Design u_game_judge, sky130hd; sources not shown.
run_1/m2.png
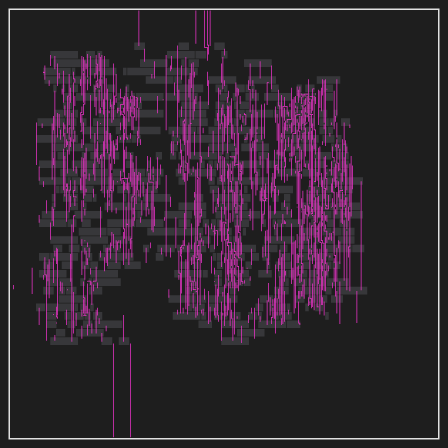
487 nets have wire on it. The layer holds 49% of the routed length. The longest straight run is 45.6 um. The wires run mostly vertical.
GR met2 Demand/Resource: 18.9%
via count of the routed design: 3,932

run_1/ff_map.png
Other sequential cells in the stronger gray, the rest of the logic in the fainter gray.
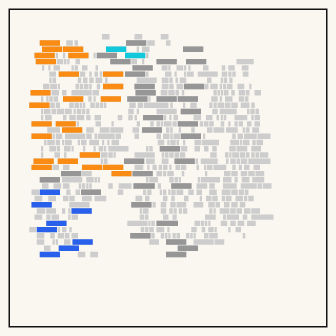
Orange is `r_hold`, sequential cells 24. Cyan is `r_sync`, sequential cells 2. Blue is `o_drop_cnt`, sequential cells 8.
Another 34 sequential cells are not colored.
sequential portion of the cell area: 30.3%
final standard cell utilization of the core: 38.6%
register area: 1700 um2
flip-flop and latch power: 0.00112 W

run_1/m1.png
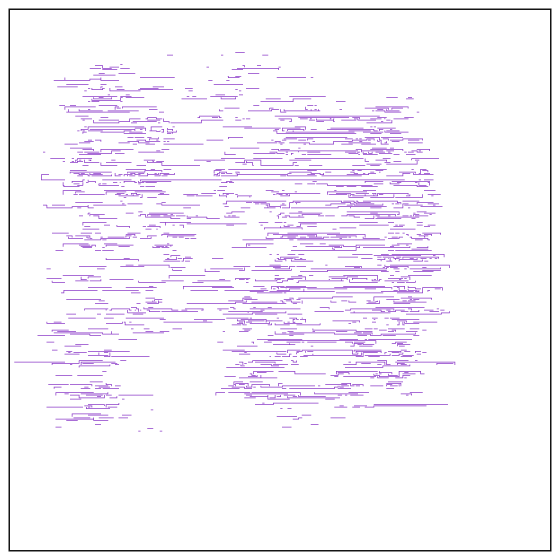
The wires run mostly horizontal. The layer holds 46% of the routed length.
global routing met1 resource utilization: 14.2%
total wire length after detailed routing: 11,100 um

==> run notes, run 1 <==
The run finished, with violations left. The checks that failed: setup timing. The flip-flop cell with the highest count after synthesis was sky130_fd_sc_hd__dfrtp_1. The tools report the clock root buffer as sky130_fd_sc_hd__clkbuf_16.

The run gives 76 as the count of cell types in the netlist. Of the available clock period, the critical path in the final layout requires 106%. The count of mapped cells out of synthesis came out at 507. Setup repair after global routing could not meet its margin everywhere. Counting instances in the post-synthesis netlist gives the leading cell types as 68 x sky130_fd_sc_hd__dfrtp_1, 62 x sky130_fd_sc_hd__nor2_1, 39 x sky130_fd_sc_hd__nand2_1. Counting buffers and inverters, the worst setup path is 12 cells deep. The run gives 44.1% for the sequential group share of total power. The library cell with the highest instance count after synthesis is sky130_fd_sc_hd__dfrtp_1. The worst hold path passes through 0 cells.

The leakage power in the latest report is 2.28 nW. The number of fillers in the final layout was 1,417. The total of flip-flops plus latches after synthesis came out at 68.

The fraction of final cell area spent on clock buffers and inverters in this run is 5.47%. The share of final-layout standard cells stronger than drive strength 1 works out to 21.3%. For reference, the top cells by area after synthesis are sky130_fd_sc_hd__dfrtp_1 38%, sky130_fd_sc_hd__xnor2_1 5.3%, sky130_fd_sc_hd__nor2_1 5.2%, sky130_fd_sc_hd__xor2_1 4.9%, sky130_fd_sc_hd__nand2_1 3.3%. The headroom to the max-slew limit is 44.0%.

The detailed-router iteration count before antenna repair is 5. After layout, the minimum clock period comes to 2.91 ns. The net switching share of the total power is 24.8%, and the final instance area is 5630 um2. The commonest non-fill, non-tap cell in the layout was sky130_fd_sc_hd__dfrtp_1. The logic share of the area came out at 49.9%. The report lists the number of cells resized after CTS as 37. The register-to-register setup slack is -0.16 ns, and the count of flip-flops with a built-in enable after synthesis is 0. The portion of total power attributed to the clock network is 46.5%.

The xor and xnor fraction of the mapped netlist area came out at 10.2%. The group drawing the most power is clock. The final timing report lists a max-slew violation count of 0. The tools report the DRC violation count after routing as 0.

Dividing the detail-routed via count by the number of cells gives 5.29. Timing would allow up to 0.344 GHz. The synthesized netlist devotes 26.6% of its cell area to simple gates.

In this run, power in combinational logic comes to 0.000240 W. The run gives 30.7% for the pre-placement core utilization. The warning tally printed by Yosys for this design is 0. The first global-routing pass estimated 18,800 um of wire. Looking at the power breakdown, combinational cells take 9.4% of the total. After layout, the clock buffer instance count stands at 9.

The transition time recorded at the tightest slew-check pin is 0.841 ns. According to the dpl log, the detail-placed design has an HPWL of 7640 um. Minimum setup slack after placement: -0.729 ns.

Worst min-delay path class: reg -> reg. The post-synthesis share of cell area spent on full adders, half adders and majority gates works out to 2.79%. The required time at the endpoint of the critical path was 2.94 ns; the delay of the slowest critical-path stage was 0.47 ns. The clock net sink count is 68, and the largest net degree at the start of global routing is 69. In this run the top signal layer used is met4. When the netlist entered floorplanning its net count stood at 521. Biggest area consumer among synthesized cells: sky130_fd_sc_hd__dfrtp_1. In this run the standard cell core region covers 14,600 um2. The plain and repair buffers instantiated in the layout total 64.

On the final layout, the worst hold slack is 0.344 ns. VDD sags by at most 439 uV. The logic area is 2810 um2. The post-detailed-route wirelength per cell came out at 15.0 um. With the number of buffer and inverter stages on the critical path at 3, the final count of hold timing violations is 0. The tally of OpenROAD warnings was 33.

In this run the deepest clock path goes through 2 buffers. The dominant combinational cell family by area after synthesis was simple AND/OR/NAND/NOR gates. The count of inverters not on the clock network in the layout is 20. The area growth from synthesis to layout is 25.7%. With the worst-case reg-to-reg path depth at 12, the number of buffers inserted for hold repair after clock tree synthesis is 0. The run gives 415 um for the met3 routed wirelength.

The global routing stage identified its most utilized layer as met2. For the met3 capacity usage during global routing, the log shows 1.88%. The floorplan step set the die width to 138 um. The logs give -0.157 ns for the least setup slack across all paths after layout and -0.268 ns for the total negative slack for setup checks. The class occupying the most area after layout is reported as combinational gates. For the post-synthesis sequential area ratio, the log shows 38.0%. The placement-stage cell area was 4890 um2. The tools report the post-synthesis instance area as 4480 um2. The clock network power reported by the tool is 0.00118 W. Summed over all layers, the global routing overflow is 0. Once detail routing completed, the nets flagged for antenna violations numbered 0. The net switching power in the latest report is 0.000630 W.

Endpoints with negative setup slack in the final report add up to 8. The run gives 0.00254 W as the overall power of the completed layout. The total setup buffers inserted after CTS was 21. STA classifies the critical path endpoint as a register. TritonCTS created 9 clock buffers.

The layout report lists the non-clock buffer share of cell area as 8.80%. In this run the full chip footprint comes out at 19,100 um2. The family of cells with the greatest summed delay on the critical path was AND-OR/OR-AND gates. The report shows a maximum critical-path fanout of 7.

For reference, the placement row count at floorplan is 44. For reference, the post-synthesis area per instance comes to 8.83 um2. Per the run summary, max-cap violations total 0. On the worst setup and hold paths after CTS, the clock-pin slew comes to 0.06 ns. The chip area line of the yosys report was 4480 um2. The via count of the first global-routing pass is 3,901, and the fraction of synthesis flops using an asynchronous set or reset pin is 100%. The number of multi-input combinational cells in the layout is 391. The cell with the biggest individual delay on the critical path is sky130_fd_sc_hd__o41a_1.

The run gives 706 for the post-placement cell count. TritonCTS built the clock tree. In the global route stage, overall resource usage came out at 11.3%.

The worst path arrival time was 3.10 ns; the number of levels the H-tree was split into was 3. The fraction of post-synthesis cell area in the top cell type by area was 38.0%; the count of flip-flops and latches was 68. The run gives 138 um for the overall die height. The tap cell count came out at 184. The worst setup path is of the reg -> reg kind. The run gives 0.00818 ns as the final worst clock skew. Total power density per cell area: 451 nW/um2. Multiplexer cells account for 1.17% of the synthesized area. After the first detailed-routing iteration, the DRC count stood at 272. For reference, compound AND-OR and OR-AND cells occupy 16.4% of the area reported after synthesis. The power report lists cell-internal power as 0.00191 W. After detailed routing, the wire length on met1 is 5070 um. The worst setup path is launched from a register. Port buffering added 15 buffers.

16 I/O pins were placed. With the post-layout instance count excluding filler cells at 743, the number of inserted diodes is 0. For reference, the critical path cell chain is clkbuf_8, o211a_4, o311a_4, o21a_4, or2_1, buf_6, buf_4, nor2_2, a21oi_2, xnor2_2, o21ai_1, o41a_1.
--- run 2 (diff from run 1) ---
==> constraint.sdc (replaced) <==
create_clock -name clk -period 2.75 [get_ports clk]
set_input_delay 0.6875 -clock clk [delete_from_list [all_inputs] [get_ports clk]]
set_output_delay 0.6875 -clock clk [all_outputs]
set_load 0.05 [all_outputs]
run_2/m2.png
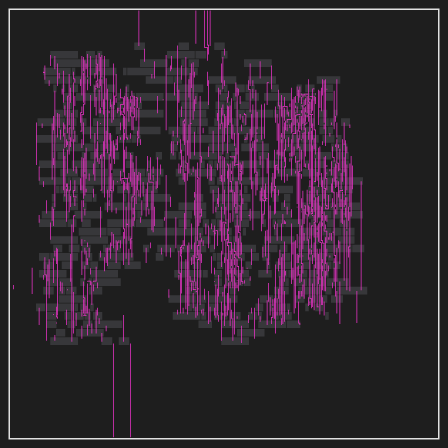
The layer carries 5,440 um of wire. The longest straight run is 45.6 um. The layer holds 49% of the routed length. 487 nets have wire on it. The wires run mostly vertical.

run_2/ff_map.png
Other sequential cells in the stronger gray, the rest of the logic in the fainter gray.
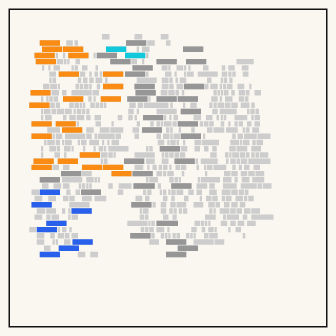
Blue is `o_drop_cnt`, sequential cells 8. Cyan is `r_sync`, sequential cells 2. Orange is `r_hold`, sequential cells 24.
Another 34 sequential cells are not colored.

==> run 2 against run 1 <==
The flow still finishes with violations (setup timing). Clock skew unchanged. Total power rose by 6.1%. Via count is the same. Synthesized cell count stayed put. Fmax unchanged. Global-route usage did not move. Sequential power is essentially flat. Largest power group unchanged. Highest routed layer unchanged.
==> run notes, run 2 <==
The run finished, with violations left. The checks that failed: setup timing. The net count after synthesis is 521.

The leading cell category by total area was combinational gates. Dominant combinational cell family by area after synthesis: simple AND/OR/NAND/NOR gates. The highest achievable clock rate came out at 0.344 GHz. The critical path in this run is classified as reg -> reg. Via count of the first global-routing pass: 3,901. The data required time reported for the critical path is 2.94 ns. Summed over all nets, the switching power comes to 0.000786 W. The clock H-tree reported by CTS has 3 levels. The number of inserted diodes was 0; the tally of OpenROAD warnings was 33. The total area inside the core boundary comes to 14,600 um2.

With the tap cell count at 184, the register-to-register setup slack is -0.16 ns. Per the synthesis report, the dominant area consumer among library cells is sky130_fd_sc_hd__dfrtp_1. Number of instances resized during post-cts repair: 37. The logs give 0 for the count of synthesis-stage warnings from yosys and 69 for the largest net degree at the start of global routing. In the per-layer breakdown of the detailed-route log, met1 shows 5070 um. The post-detailed-placement half-perimeter wirelength was 7640 um.

The detailed router used layers up to and including met4. Setup repair after global routing could not meet its margin everywhere. In the synthesized netlist the dominant register cell turns out to be sky130_fd_sc_hd__dfrtp_1. STA on the placed design reports a worst setup slack of -0.729 ns. The power in the clock group was 0.00118 W. The run gives 11,100 um for the final wirelength.

The number of sequential cells reported for the layout is 68. Library cell with the highest instance count after synthesis: sky130_fd_sc_hd__dfrtp_1. Dividing the detail-routed wire length by the instance count gives 15.0 um.

With the number of buffers inserted for hold repair after clock tree synthesis at 0, the final worst clock skew is 0.00818 ns. For this run, asynchronously set or reset flops after synthesis account for 100%. The post-route core utilization is 38.6%, and the logic area is 2810 um2.

Yosys reports that the most numerous cell types are 68 x sky130_fd_sc_hd__dfrtp_1, 62 x sky130_fd_sc_hd__nor2_1, 39 x sky130_fd_sc_hd__nand2_1. The run gives 507 as the count of mapped cells out of synthesis. The first global-routing pass estimated 18,800 um of wire. The run gives 0.06 ns for the clock slew at the register clock pins of the worst setup and hold paths. Per the OpenROAD timing report, the critical path contains 12 cells. The run gives 5630 um2 as the final instance area. The run gives 16 as the boundary pin count.

In this run the full chip footprint comes out at 19,100 um2. The critical path contains buffers and inverters numbering 3 combined. The clock root buffer was sky130_fd_sc_hd__clkbuf_16. The count of inverters not on the clock network in the layout works out to 20.

The run gives 743 as the post-layout instance count excluding filler cells. The count of flip-flops with a built-in enable after synthesis came out at 0. The tools report the all-layer global routing usage as 11.3%.

Buffer levels on the longest clock path: 2. The tightest hold path in the finished design has a slack of 0.344 ns. The post-route fraction of the period consumed by the critical path came out at 106%. The run gives 8 for the count of endpoints failing setup in the final report. The report lists the cells along the critical path as clkbuf_8, o211a_4, o311a_4, o21a_4, or2_1, buf_6, buf_4, nor2_2, a21oi_2, xnor2_2, o21ai_1, o41a_1. Met3 routed wirelength: 415 um.

Power spread over the standard cell area amounts to 479 nW/um2. The transition time recorded at the tightest slew-check pin is 0.841 ns. According to the floorplan report, the die width is 138 um. The biggest slice of the total power is consumed by clock. The run gives 30.3% for the sequential portion of the cell area. The routed layout reports a DRC error count of 0.

The portion of total power attributed to the clock network was 43.8%. The tools report the number of placement rows as 44. Met3 capacity usage during global routing: 1.88%.

For met2 alone, demand over resource in global routing was 18.9%. Per the detailed placement report, the placed cell area equals 4890 um2. Fill cells in the final layout number 1,417. According to the floorplan report, the die height is 138 um. In the floorplan report the effective utilization is 30.7%.

The final count of hold timing violations came out at 0. The synthesis report lists the most area-consuming cells as sky130_fd_sc_hd__dfrtp_1 38%, sky130_fd_sc_hd__xnor2_1 5.3%, sky130_fd_sc_hd__nor2_1 5.2%, sky130_fd_sc_hd__xor2_1 4.9%, sky130_fd_sc_hd__nand2_1 3.3%. With the max capacitance violation total at 0, the post-placement cell count is 706. The least setup slack across all paths after layout came out at -0.157 ns.

The worst hold path was traced through 0 stages. Total power for the finished layout comes to 0.00269 W. The script computed the net switching share of total power as 29.2%. In this run the cell area of the synthesized design comes to 4480 um2.

For this run, combinational gates with multiple inputs come to 391. The number of buffers created by CTS is 9, and the sequential group share of total power is 41.6%. The layout summary lists the proportion of cells stronger than drive strength 1 as 21.3%. Counting only logic cells after layout, the most numerous master is sky130_fd_sc_hd__dfrtp_1. Aggregate global routing overflow: 0. The busiest layer in global routing is met2.

The combinational group share of total power is 14.6%. After Yosys synthesis, XOR and XNOR cells account for 10.2% of the synthesized area. Data-path buffer share of cell area in the final layout: 8.80%. Yosys reports the multiplexer fraction of the synthesized area as 1.17%.

After layout, the minimum clock period comes to 2.91 ns. The script extracted a total leakage power of 2.28 nW. The type of destination of the critical path was a register. Max fanout on the critical path was recorded as 7. TritonCTS built the clock tree.
Power and IR drop assume default switching activity.
